### A small window of the routed layout

The bar under the picture is 5 um long. Window x 12 to 32, y 23 to 43 um. Cells in gray, sequential cells in the stronger gray; small squares are vias.
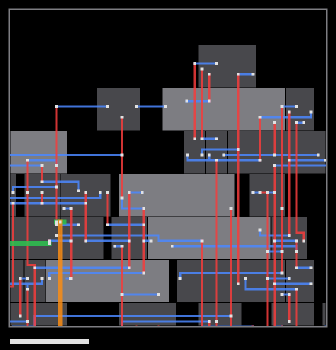
### I/O pins on the die edge

The bar under the picture is 10 um long. Pins as bars across the die edge, other pins in gray.
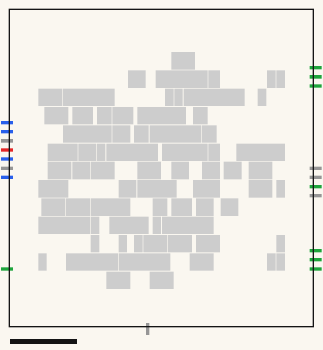
### Wiring heat map

9 x 9 tiles, from white (low) to dark blue (high), scaled to the fullest tile. Values are wire area over tile area, all layers added.
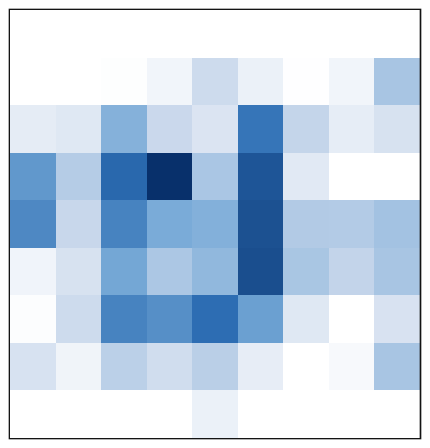
## src/rtl/seq_detector_param.sv

```systemverilog
// Parameterised serial pattern detector with a Mealy match flag.
// Features: overlapping or non-overlapping detection, a pattern that can be
// loaded at run time, and a bit-valid qualifier (en).
// Optional match counter: define SEQ_DETECTOR_PARAM_CNT_EN to build it in.
// Without that macro there is no counter register and match_cnt is tied to 0.
module seq_detector_param #(
  parameter int unsigned           PAT_W   = 4,
  parameter logic [PAT_W-1:0]      PATTERN = 4'b0110,
  parameter int unsigned           CNT_W   = 8
) (
  input  logic             clk,
  input  logic             reset,
  input  logic             en,
  input  logic             x,
  input  logic             overlap,
  input  logic             load,
  input  logic [PAT_W-1:0] pat_in,
  output logic             z,
  output logic [CNT_W-1:0] match_cnt
);

  localparam int unsigned         WinW    = PAT_W - 1;
  localparam int unsigned         FillW   = $clog2(PAT_W);
  localparam logic [FillW-1:0]    FillMax = FillW'(PAT_W - 1);

  logic [PAT_W-1:0] pat_q, pat_d;
  logic [WinW-1:0]  win_q, win_d;
  logic [FillW-1:0] fill_q, fill_d;
  logic             consume;
  logic             full;

  // A bit is consumed only when qualified and not pre-empted by reset or load.
  assign consume = en & ~load & ~reset;
  assign full    = (fill_q == FillMax);
  // Oldest window bit lines up with pat_q[PAT_W-1], the live bit with pat_q[0].
  assign z       = consume & full & ({win_q, x} == pat_q);

  // Next-state for pattern, window and fill level.
  always_comb begin
    pat_d  = pat_q;
    win_d  = win_q;
    fill_d = fill_q;
    if (load) begin
      pat_d  = pat_in;
      fill_d = '0;
    end else if (en) begin
      win_d = WinW'({win_q, x});
      if (z && !overlap) begin
        // Non-overlapping: the matched bits must not contribute to a later match.
        fill_d = '0;
      end else if (!full) begin
        fill_d = fill_q + FillW'(1);
      end
    end
  end

  // State registers with synchronous reset; reset overrides load and en.
  always_ff @(posedge clk) begin
    if (reset) begin
      pat_q  <= PATTERN;
      win_q  <= '0;
      fill_q <= '0;
    end else begin
      pat_q  <= pat_d;
      win_q  <= win_d;
      fill_q <= fill_d;
    end
  end

`ifdef SEQ_DETECTOR_PARAM_CNT_EN
  logic [CNT_W-1:0] cnt_q, cnt_d;

  // Saturating match counter; z already excludes load and reset cycles.
  always_comb begin
    cnt_d = cnt_q;
    if (z && (cnt_q != {CNT_W{1'b1}})) begin
      cnt_d = cnt_q + CNT_W'(1);
    end
  end

  // Counter register.
  always_ff @(posedge clk) begin
    if (reset) begin
      cnt_q <= '0;
    end else begin
      cnt_q <= cnt_d;
    end
  end

  assign match_cnt = cnt_q;
`else
  assign match_cnt = '0;
`endif

endmodule
```

## config.mk

```make
export PLATFORM = sky130hd
export DESIGN_NAME = seq_detector_param
export DESIGN_NICKNAME = d
export VERILOG_FILES = /design/src/rtl/seq_detector_param.sv
export SDC_FILE = /design/constraint.sdc
export NUM_CORES = 1
export LEC_CHECK = 0
export CORE_AREA = 4 4 41 43
export DETAILED_ROUTE_END_ITERATION = 12
export DIE_AREA = 0 0 45 47
export PLACE_DENSITY = 0.71
export REMOVE_ABC_BUFFERS = 1
export SKIP_CTS_REPAIR_TIMING = 1
export SLEW_MARGIN = 25
export SYNTH_ARGS = -nofsm -noshare
export SYNTH_HDL_FRONTEND = slang
export SYNTH_SLANG_ARGS = --single-unit
```

## constraint.sdc

```tcl
create_clock -name clk -period 1.3 [get_ports clk]
set_input_delay 0.195 -clock clk [delete_from_list [all_inputs] [get_ports clk]]
set_output_delay 0.195 -clock clk [all_outputs]
set_load 0.05 [all_outputs]
```

==> results.ini <==
[status]
outcome=finished, violations left
violations=setup timing

[layout]
fillers=123
layout_top_cells=8 x sky130_fd_sc_hd__conb_1, 8 x sky130_fd_sc_hd__dfxtp_2, 7 x sky130_fd_sc_hd__clkdlybuf4s50_1, 7 x sky130_fd_sc_hd__buf_4, 6 x sky130_fd_sc_hd__mux2i_1
area_delta_synth_final_pct=44.39
nNetsFinal=83

[critical_path]
critical_path_required_ns=1.11
cpMaxStageDelayCell=sky130_fd_sc_hd__dfxtp_2
timing.critical_path.buf_inv=2
cp_max_fo=3
worstSetupStartpointType=flip-flop
path_type_of_the_worst_setup_path=reg -> out
timing.critical_path.to_type=output port
reg2regPathDepth=6
critical_path.max_stage_delay_ns=0.34

[final_timing]
finalCritPeriodShare_pct=115.1
finalWorstSetupSlack_ns=-0.1964
timing_max_transition_violations_final=0
fmax_mhz=668.3
final-setup-viol-count=1
final-hold-violation-count=0

[yosys]
ys.flop_type=sky130_fd_sc_hd__dfxtp_1
cell_count_listed_in_synth_stat_txt=53
synth.largest_area_cell=sky130_fd_sc_hd__dfxtp_1
fa_ha_area_share_pct=2.439
postSynthRegisterBits=9
async_flop_share_pct=0
compound_area_share_pct=8.780
synth_cell_type_count=20
synth_top_area_share_pct=35.12
syn_avg_cell_area_um2=9.679
synth.cellmix.simpleShare_pct=19.02

[flow_run]
max_cap_viol_count=0
stage_log_warnings=26

[power_and_ir_drop]
power.internal_mw=0.4781
power_frac_clock_pct=31.4
seqPwrFrac_pct=44.7
power_frac_comb_pct=23.9
leakage_component_of_the_power_nw=0.3366
cellPowerDensity_nw_per_um2=914.1

[clock_network]
tritoncts=yes
clock-sinks=9
cts.path.max_buffers=2

[global_route]
grt_antenna_before_repair=0
total_overflow_reported_by_the_global_router=0
first_global_vias=377

[detailed_routing]
final_antenna_net_count=0
wl_um=919
routed_via_density=4.570
via_count=393
drtIter0Drc=3

[worst_hold_path]
worstHoldPathCells=3
min-delay-start=reset

[placement]
hpwl_after_detailed_placement_um=712.8

[floorplanning]
floorplan.die_area_um2=2115
io-pin-count=19
floorplanUtilization_pct=39.42
core_area_um2=1301

-- 'A small window of the routed layout' (at the start) --
Key: red = met2; orange = met4; green = met3; blue = met1
Netlist names of flops here include fill_q (2), pat_q (2). Most frequent: nor2b_1 (3), dfxtp_2 (3). 23 logic cells have their middle in the window. Sequential cells in the window: 4.

-- 'I/O pins on the die edge' (at the start) --
Key: green = match_cnt [pins 8, direction output, edge 7 right, 1 left]; blue = pat_in [pins 4, direction input, edge left]; red = reset [pins 1, direction input, edge left]
Die Span X: 45 um
Die Height: 47 um
IO buf count: 10

-- 'Wiring heat map' (at the start) --
The densest ninth of the die: center. The fullest tile reaches 0.30. 17% of the tiles are over half the peak. 32% of the tiles are nearly empty. The mean over all tiles is 0.073.

power groups by stage:
stage / clock network, mW / logic (mW) / registers, mW
floorplan: 0 / 0.0920 / 0.301
global placement: 0 / 0.145 / 0.303
detailed placement: 0 / 0.147 / 0.303
CTS: 0.215 / 0.148 / 0.297
global route: 0.235 / 0.172 / 0.305
finish: 0.213 / 0.162 / 0.303
worst paths after layout:
path	to	slack [ns]
max	z	-0.20
max reg2reg	fill_q[1]	0.02
min reg2reg	fill_q[0]	0.47
min	win_q[0]	0.42
per-stage QoR:
| step | instance area [um^2] | hold WS [ns] | TNS, ns | cells |
|---|---|---|---|---|
| global placement | 634.4 | 0.4472 | -1.515 | 81 |
| detailed placement | 634.4 | 0.4603 | -1.742 | 81 |
| finish | 740.7 | 0.4191 | -0.1964 | 86 |
| floorplan | 460.4 | 0.2674 | -0.5909 | 50 |
| global route | 740.7 | 0.4369 | -0.2859 | 86 |
| CTS | 660.6 | 0.4685 | -0.3488 | 85 |
state kept, by name (all words and copies together), names as in the netlist:
register and count:
win_q 3, pat_q 4, fill_q 2
tightest hold or removal path, cell delays in order:
cell	delay, ns
sky130_fd_sc_hd__dlymetal6s2s_1	0.20
sky130_fd_sc_hd__buf_4	0.20
sky130_fd_sc_hd__nor2_1	0.05
logic make-up (layout without fill, tap and decap cells):
| kind of cell | count (synthesis) | in the layout |
|---|---|---|
| flops | 9 | 9 |
| buf+inv | 10 | 21 |
| fa+ha+maj | 1 | 1 |
| simple gates | 16 | 16 |
| xor+xnor | 4 | 4 |
| other cells | 1 | 8 |
| compound gates | 6 | 6 |
| mux | 6 | 6 |
layer usage:
| layer | vias up | global-route usage, % | part of all wire (%) | wire [um] |
|---|---|---|---|---|
| met5 | - | 0 | 0 | 0 |
| met4 | 0 | 7.018 | 0.98 | 9 |
| met3 | 2 | 2.299 | 11 | 100 |
| met2 | 20 | 16.95 | 46 | 420 |
| met1 | 171 | 11.21 | 42 | 389 |
| li1 | 200 | - | - | - |
synthesized netlist by cell type (all sizes together) (2+ instances only):
cell type / n
a211o: 2
buf: 10
dfxtp: 9
mux2i: 6
nand2: 2
nand3: 2
nor2: 6
nor2b: 3
o21ai: 2
xnor2: 3
area by class of cell:
type / instances / area, um^2 / share of cell area [%]
multi-input cells: 41 / 337.8 / 45.61
clock buffers: 4 / 26.28 / 3.547
flip-flops and latches: 9 / 190.2 / 25.68
well taps: 15 / 18.77 / 2.534
repair buffers: 17 / 167.7 / 22.64
Power is estimated from default activity; no workload was simulated.
